$ cat src/rtl/arbiter_pkg.sv
// Shared types for the unified memory arbiter.
// Optional round-robin grant is enabled by ARBITER_ROUND_ROBIN_EN.
package arbiter_pkg;

   typedef enum logic [1:0] {
      IDLE,
      ISSUE,
      WAIT_READ,
      DONE
   } arb_state_t;

   typedef enum logic {
      REQ_INST,
      REQ_DATA
   } arb_requester_t;

   // Wide enough for any sane bus; users slice the low lanes.
   localparam logic [127:0] BYTE_ENABLE_ALL = '1;

endpackage

$ cat src/rtl/arbiter_grant_select.sv
// Winner selection between fetch and data requests.
// ARBITER_ROUND_ROBIN_EN alternates the winner on contention.
module arbiter_grant_select
   import arbiter_pkg::*;
(
   input  logic           inst_req_i,
   input  logic           data_req_i,
   input  arb_requester_t last_grant_i,
   output logic           any_req_o,
   output logic           contend_o,
   output arb_requester_t winner_o
);

   always_comb begin
      any_req_o = inst_req_i | data_req_i;
      contend_o = inst_req_i & data_req_i;
      winner_o  = data_req_i ? REQ_DATA : REQ_INST;
`ifdef ARBITER_ROUND_ROBIN_EN
      if (contend_o) begin
         winner_o = (last_grant_i == REQ_INST) ? REQ_DATA : REQ_INST;
      end
`endif
   end

`ifndef ARBITER_ROUND_ROBIN_EN
   logic unused_last_grant;
   assign unused_last_grant = last_grant_i;
`endif

endmodule

$ cat src/rtl/unified_memory_arbiter.sv
// Shares one memory port between instruction fetch and data access.
// Define ARBITER_ROUND_ROBIN_EN for alternating priority on contention.
module unified_memory_arbiter
   import arbiter_pkg::*;
#(
   parameter int ADDR_WIDTH = 32,
   parameter int DATA_WIDTH = 32
) (
   input  logic                    clock,
   input  logic                    reset,
   input  logic [ADDR_WIDTH-1:0]   inst_address,
   input  logic                    inst_read_enable,
   output logic                    inst_wait_req,
   output logic                    inst_valid,
   output logic [DATA_WIDTH-1:0]   inst_read_data,
   input  logic [ADDR_WIDTH-1:0]   data_address,
   input  logic                    data_read_enable,
   input  logic                    data_write_enable,
   input  logic [DATA_WIDTH/8-1:0] data_byte_enable,
   input  logic [DATA_WIDTH-1:0]   data_write_data,
   output logic                    data_wait_req,
   output logic                    data_valid,
   output logic [DATA_WIDTH-1:0]   data_read_data,
   output logic [ADDR_WIDTH-1:0]   mem_address,
   output logic                    mem_read_enable,
   output logic                    mem_write_enable,
   output logic [DATA_WIDTH/8-1:0] mem_byte_enable,
   output logic [DATA_WIDTH-1:0]   mem_write_data,
   input  logic                    mem_wait_req,
   input  logic                    mem_valid,
   input  logic [DATA_WIDTH-1:0]   mem_read_data
);

   localparam int BE_W = DATA_WIDTH / 8;

   arb_state_t             state_q, state_d;
   arb_requester_t         grant_q, grant_d;
   arb_requester_t         last_grant;
   arb_requester_t         winner;
   logic                   any_req, contend;
   logic                   inst_req, data_req, granted_en;
   logic [ADDR_WIDTH-1:0]  addr_q, addr_d;
   logic                   re_q, re_d, we_q, we_d;
   logic [BE_W-1:0]        be_q, be_d;
   logic [DATA_WIDTH-1:0]  wdata_q, wdata_d;
   logic                   ivalid_q, ivalid_d, dvalid_q, dvalid_d;
   logic [DATA_WIDTH-1:0]  irdata_q, irdata_d, drdata_q, drdata_d;
   logic                   capture;

   assign inst_req = inst_read_enable;
   assign data_req = data_read_enable | data_write_enable;

`ifdef ARBITER_ROUND_ROBIN_EN
   arb_requester_t last_grant_q, last_grant_d;
   assign last_grant = last_grant_q;
`else
   assign last_grant = REQ_INST;
`endif

   arbiter_grant_select u_grant (
      .inst_req_i   (inst_req),
      .data_req_i   (data_req),
      .last_grant_i (last_grant),
      .any_req_o    (any_req),
      .contend_o    (contend),
      .winner_o     (winner)
   );

   assign granted_en = (grant_q == REQ_DATA) ? data_req : inst_req;

   always_comb begin
      state_d  = state_q;
      grant_d  = grant_q;
      addr_d   = addr_q;
      re_d     = re_q;
      we_d     = we_q;
      be_d     = be_q;
      wdata_d  = wdata_q;
      ivalid_d = 1'b0;
      dvalid_d = 1'b0;
      irdata_d = irdata_q;
      drdata_d = drdata_q;
      capture  = 1'b0;
`ifdef ARBITER_ROUND_ROBIN_EN
      last_grant_d = last_grant_q;
`endif
      unique case (state_q)
         IDLE: begin
            if (any_req) begin
               grant_d = winner;
               state_d = ISSUE;
               if (winner == REQ_DATA) begin
                  addr_d  = data_address;
                  we_d    = data_write_enable;
                  re_d    = ~data_write_enable;
                  be_d    = data_byte_enable;
                  wdata_d = data_write_data;
               end else begin
                  addr_d  = inst_address;
                  we_d    = 1'b0;
                  re_d    = 1'b1;
                  be_d    = BYTE_ENABLE_ALL[BE_W-1:0];
                  wdata_d = '0;
               end
`ifdef ARBITER_ROUND_ROBIN_EN
               if (contend) last_grant_d = winner;
`endif
            end
         end
         ISSUE: begin
            if (!mem_wait_req) begin
               re_d = 1'b0;
               we_d = 1'b0;
               if (we_q) begin
                  state_d = DONE;
               end else if (mem_valid) begin
                  capture = 1'b1;
                  state_d = DONE;
               end else begin
                  state_d = WAIT_READ;
               end
            end
         end
         WAIT_READ: begin
            if (mem_valid) begin
               capture = 1'b1;
               state_d = DONE;
            end
         end
         DONE: state_d = IDLE;
         default: state_d = IDLE;
      endcase
      // A requester that let go mid-flight gets neither data nor a pulse.
      if (capture && granted_en) begin
         if (grant_q == REQ_DATA) begin
            drdata_d = mem_read_data;
            dvalid_d = 1'b1;
         end else begin
            irdata_d = mem_read_data;
            ivalid_d = 1'b1;
         end
      end
   end

   always_ff @(posedge clock or negedge reset) begin
      if (!reset) begin
         state_q  <= IDLE;
         grant_q  <= REQ_INST;
         addr_q   <= '0;
         re_q     <= 1'b0;
         we_q     <= 1'b0;
         be_q     <= '0;
         wdata_q  <= '0;
         ivalid_q <= 1'b0;
         dvalid_q <= 1'b0;
         irdata_q <= '0;
         drdata_q <= '0;
      end else begin
         state_q  <= state_d;
         grant_q  <= grant_d;
         addr_q   <= addr_d;
         re_q     <= re_d;
         we_q     <= we_d;
         be_q     <= be_d;
         wdata_q  <= wdata_d;
         ivalid_q <= ivalid_d;
         dvalid_q <= dvalid_d;
         irdata_q <= irdata_d;
         drdata_q <= drdata_d;
      end
   end

`ifdef ARBITER_ROUND_ROBIN_EN
   always_ff @(posedge clock or negedge reset) begin
      if (!reset) last_grant_q <= REQ_INST;
      else        last_grant_q <= last_grant_d;
   end
`endif

   assign inst_wait_req = inst_req &
      ~(state_q == DONE && grant_q == REQ_INST);
   assign data_wait_req = data_req &
      ~(state_q == DONE && grant_q == REQ_DATA);

   assign mem_address      = addr_q;
   assign mem_read_enable  = re_q;
   assign mem_write_enable = we_q;
   assign mem_byte_enable  = be_q;
   assign mem_write_data   = wdata_q;
   assign inst_valid       = ivalid_q;
   assign inst_read_data   = irdata_q;
   assign data_valid       = dvalid_q;
   assign data_read_data   = drdata_q;

endmodule

$ cat config.mk
export PLATFORM = sky130hd
export DESIGN_NAME = unified_memory_arbiter
export DESIGN_NICKNAME = d
export VERILOG_FILES = /design/src/rtl/arbiter_pkg.sv /design/src/rtl/arbiter_grant_select.sv /design/src/rtl/unified_memory_arbiter.sv
export SDC_FILE = /design/constraint.sdc
export NUM_CORES = 1
export LEC_CHECK = 0
export ABC_AREA = 0
export CAP_MARGIN = 20
export CORE_MARGIN = 3
export CORE_UTILIZATION = 45
export CTS_BUF_LIST = sky130_fd_sc_hd__clkbuf_4 sky130_fd_sc_hd__clkbuf_8
export DETAILED_ROUTE_END_ITERATION = 12
export GPL_TIMING_DRIVEN = 0
export MAX_ROUTING_LAYER = met4
export PLACE_DENSITY = 0.88
export SLEW_MARGIN = 5
export SYNTH_ARGS = -nofsm -noshare
export SYNTH_HDL_FRONTEND = slang
export SYNTH_SLANG_ARGS = --single-unit
$ cat constraint.sdc
create_clock -name clock -period 3.9 [get_ports clock]
set_input_delay 0.78 -clock clock [delete_from_list [all_inputs] [get_ports clock]]
set_output_delay 0.78 -clock clock [all_outputs]
set_load 0.01 [all_outputs]
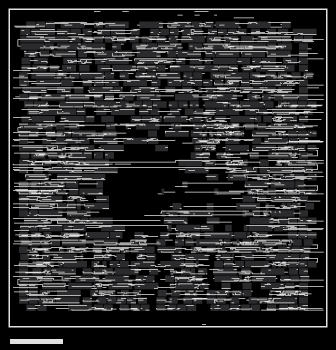
**Above:** run 1 (met1 routing).
The bar under the picture is 20 µm long.
The longest straight run is 62.1 µm. The layer carries 6680 µm of wire. 742 nets have wire on it. The layer holds 40% of the routed length. The wires run mostly horizontal.

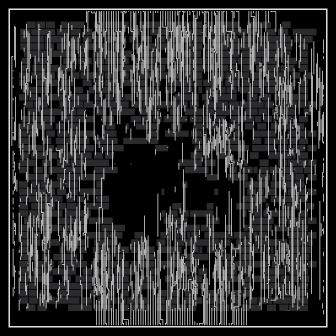
**Above:** run 1 (signal wires on met2).
779 nets have wire on it. The layer holds 50% of the routed length.

==> flow_summary_export.csv, run 1 <==
group,metric,value,unit
power,p_leak,4.07,nW
power,p_int,0.00465,W
clock_tree,clkTransAtPathRegs,70,ps
setup_path,critPathArrivalTime,2600,ps
logic_synthesis,simple_gate_share,3.72,%
route,ant_nets,0,
setup_path,critPathSlowestCell,"clkdlybuf4s50_1",
power,p_seq_share,36.4,%
logic_synthesis,netlist.area_leader.share,61.2,%
layout,signal_buffers,300,
logic_synthesis,yosysTopAreaCell,"dfrtp_1",
logic_synthesis,yosys.stat.seqShare,61.2,%
setup_path,crit_type,"input port to primary output",
logic_synthesis,yosys_warnings,0,
timing,worst_clock_skew,10.5,ps
route,first_iter_violations,178,
global_routing,grt_pass1_wl,26700,µm
power,power_leader,"combinational logic",
layout,mostFrequentLayoutCells,"clkdlybuf4s50_1 (274), dfrtp_1 (139), mux2_2 (37)",
clock_tree,cts_buffers,17,
timing,final-setup-viol-count,0,
logic_synthesis,yosys.cell_types.count,33,
layout,nNetsFinal,837,
layout,multiInputCombCellCount,229,
die,die_w,118,µm
power,powerClk,0.00112,W
logic_synthesis,synthAoiAreaFrac,10.3,%
timing,max_freq,296,MHz
logic_synthesis,synthAdderAreaFrac,1.10,%
setup_path,path_depth,5,
layout,nClkBuffers,25,
logic_synthesis,xor_area_share,0,%
setup_path,cpPeakStageDelay,590,ps
clock_tree,post_cts_resized,0,
setup_path,startpoint,"data_read_enable",
route,wirelength_met1,6680,µm
clock_tree,postCtsHoldBufs,0,
power,p_switching,0.00221,W
layout,sh_comb_area,22.6,%
run_status,status,"complete, no violations",
layout,area_delta_synth_final,59.4,%
place,placed_cells,842,
global_routing,grt-ovfl-total,0,
clock_tree,cts_tree,"built",
logic_synthesis,logic_family,"multiplexers",
layout,seq_cells,139,
clock_tree,cts_root_buf,"clkbuf_8",
logic_synthesis,common_cells,"dfrtp_1 (139), mux2_2 (37), o21ai_0 (33)",
die,fp_util,46.7,%
timing,whs,252,ps
setup_path,worst_setup_path_end_kind,"primary output",
setup_path,path_cells,"clkdlybuf4s50_1 > nor2_4 > buf_2 > a21oi_1 > clkdlybuf4s50_1",
timing,tightestPinTransition,759,ps
setup_path,cp_num_buf_inv,3,
logic_synthesis,synthCells,398,
logic_synthesis,mux_share,20.8,%
setup_path,regToRegStartpoint,"state_q[1]$_DFFE_PN0P_",
power,p_comb_share,47.2,%
logic_synthesis,synthArstFlopShare,100,%
route,wl_met2,8340,µm
global_routing,antenna_found_initial,0,
global_routing,use_met1,28.4,%
layout,bufAreaShareNonClock,32.2,%
layout,layout_top_cell,"clkdlybuf4s50_1",
logic_synthesis,synth-seq-cells,139,
timing,rsz0062_at_grt,"false",
global_routing,busiest_layer,"met2",
logic_synthesis,edf_count,0,
place,portBuffers,275,
layout,largestClassByArea,"flip-flops and latches",
timing,relSlewSlack,48.8,%
clock_tree,clk_latency,440,ps
place,placed_cell_area,0.00868,mm²
setup_path,crit_fanout,10,
logic_synthesis,synth.most_common_cell,"dfrtp_1",
power,comb_cell_power,0.00324,W
logic_synthesis,fp_nets,542,
route,met3WireLength,1100,µm
setup_path,cp.required,3120,ps
setup_path,r2r_cells,6,
run,openroad.warnings,30,
power,clockPowerShare,16.4,%
route,totalWireLength,16700,µm
logic_synthesis,ys_chip_area,0.00569,mm²
layout,final-clk-cell-share,4.28,%
setup_path,crit_top_cell,"clkdlybuf4s50_1",
layout,comb_area,0.00205,mm²
place,dpl.hpwl,12900,µm
setup_path,critPathLaunchType,"input port",
place,post-place-ws,524,ps
route,vias,4419,
die,rows,40,
timing,fin_ws,519,ps
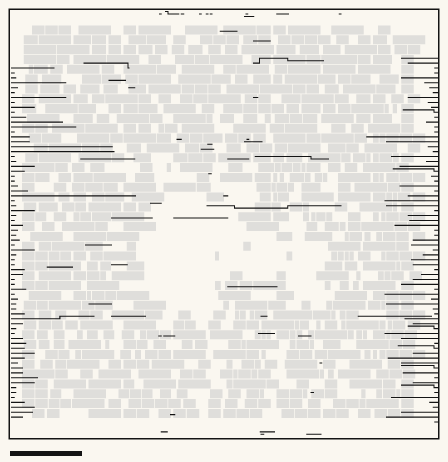
**Above:** run 1 (the metal 3 layer).
The bar under the picture is 20 µm long.
The longest straight run is 34.3 µm. The wires run mostly horizontal.

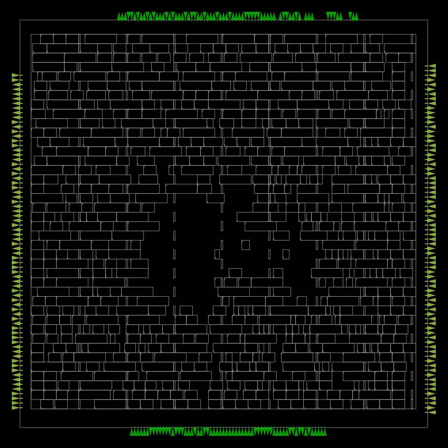
**Above:** run 1 (placement view).
fillcell total: 808
Core Region: 0.0122 mm²
flop share of the area: 38.4%
Final Core Density: 74.5%

## Run 2: what changed since run 1
==> constraint.sdc (replaced) <==
create_clock -name clock -period 4.05 [get_ports clock]
set_input_delay 0.81 -clock clock [delete_from_list [all_inputs] [get_ports clock]]
set_output_delay 0.81 -clock clock [all_outputs]
set_load 0.01 [all_outputs]
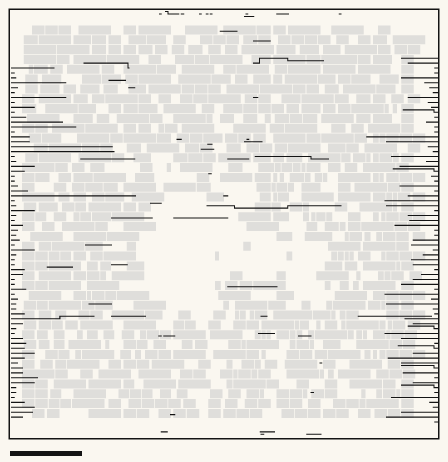
**Above:** run 2 (the metal 3 layer).
The bar under the picture is 20 µm long.
168 nets have wire on it. The layer carries 1100 µm of wire. The layer holds 6.6% of the routed length.

==> run 2 against run 1 <==
Net effect: synthesized area did not move; flip-flop count did not move; utilization did not move; hold slack improved by 30 ps; register-to-register slack improved by 150 ps; non-clock buffer count did not move; die area did not move; routed wire length did not move; sequential power fell by 4%; power fell by 3.7%.
==> flow_summary_export.csv, run 2 <==
group,metric,value,unit
run_status,status,"complete, no violations",
setup_path,cp_num_buf_inv,3,
setup_path,critPathArrivalTime,2630,ps
route,ant_nets,0,
logic_synthesis,mux_share,20.8,%
logic_synthesis,synth-seq-cells,139,
global_routing,use_met1,28.4,%
timing,whs,282,ps
route,met3WireLength,1100,µm
setup_path,path_cells,"clkdlybuf4s50_1 > nor2_4 > buf_2 > a21oi_1 > clkdlybuf4s50_1",
logic_synthesis,fp_nets,542,
route,wl_met2,8340,µm
layout,final_core_util,74.5,%
clock_tree,cts_buffers,17,
layout,largestClassByArea,"flip-flops and latches",
logic_synthesis,xor_area_share,0,%
setup_path,startpoint,"data_read_enable",
logic_synthesis,yosys.stat.seqShare,61.2,%
layout,layout_top_cell,"clkdlybuf4s50_1",
timing,worst_clock_skew,10.5,ps
power,p_switching,0.00213,W
route,wirelength_met1,6680,µm
global_routing,grt-ovfl-total,0,
timing,final-setup-viol-count,0,
power,p_int,0.00448,W
logic_synthesis,synthArstFlopShare,100,%
layout,nClkBuffers,25,
die,fp_util,46.7,%
power,comb_cell_power,0.00312,W
die,rows,40,
layout,nNetsFinal,837,
logic_synthesis,edf_count,0,
place,post-place-ws,614,ps
logic_synthesis,common_cells,"dfrtp_1 (139), mux2_2 (37), o21ai_0 (33)",
setup_path,regToRegStartpoint,"state_q[1]$_DFFE_PN0P_",
power,powerClk,0.00108,W
place,placed_cells,842,
power,clockPowerShare,16.4,%
global_routing,grt_pass1_wl,26700,µm
place,dpl.hpwl,12900,µm
global_routing,antenna_found_initial,0,
die,core_area,0.0122,mm²
place,placed_cell_area,0.00868,mm²
timing,relSlewSlack,48.8,%
timing,rsz0062_at_grt,"false",
layout,area_delta_synth_final,59.4,%
power,p_leak,4.07,nW
setup_path,worst_setup_path_end_kind,"primary output",
clock_tree,clk_latency,440,ps
setup_path,crit_type,"input port to primary output",
layout,sh_comb_area,22.6,%
logic_synthesis,synth.most_common_cell,"dfrtp_1",
logic_synthesis,synthCells,398,
timing,fin_ws,609,ps
logic_synthesis,synthAoiAreaFrac,10.3,%
setup_path,cp.required,3240,ps
layout,seq_share,38.4,%
layout,seq_cells,139,
timing,max_freq,291,MHz
layout,n_fill_cell,808,
timing,tightestPinTransition,759,ps
layout,bufAreaShareNonClock,32.2,%
route,vias,4419,
clock_tree,clkTransAtPathRegs,70,ps
power,p_seq_share,36.4,%
logic_synthesis,netlist.area_leader.share,61.2,%
die,die_w,118,µm
logic_synthesis,yosys_warnings,0,
route,totalWireLength,16700,µm
layout,mostFrequentLayoutCells,"clkdlybuf4s50_1 (274), dfrtp_1 (139), mux2_2 (37)",
global_routing,busiest_layer,"met2",
run,openroad.warnings,30,
setup_path,crit_fanout,10,
setup_path,critPathLaunchType,"input port",
setup_path,r2r_cells,6,
clock_tree,post_cts_resized,0,
layout,signal_buffers,300,
setup_path,cpPeakStageDelay,590,ps
layout,final-clk-cell-share,4.28,%
setup_path,crit_top_cell,"clkdlybuf4s50_1",
layout,comb_area,0.00205,mm²
setup_path,critPathSlowestCell,"clkdlybuf4s50_1",
power,power_leader,"combinational logic",
logic_synthesis,simple_gate_share,3.72,%
clock_tree,cts_tree,"built",
layout,inverters,6,
Power is estimated from default activity; no workload was simulated.
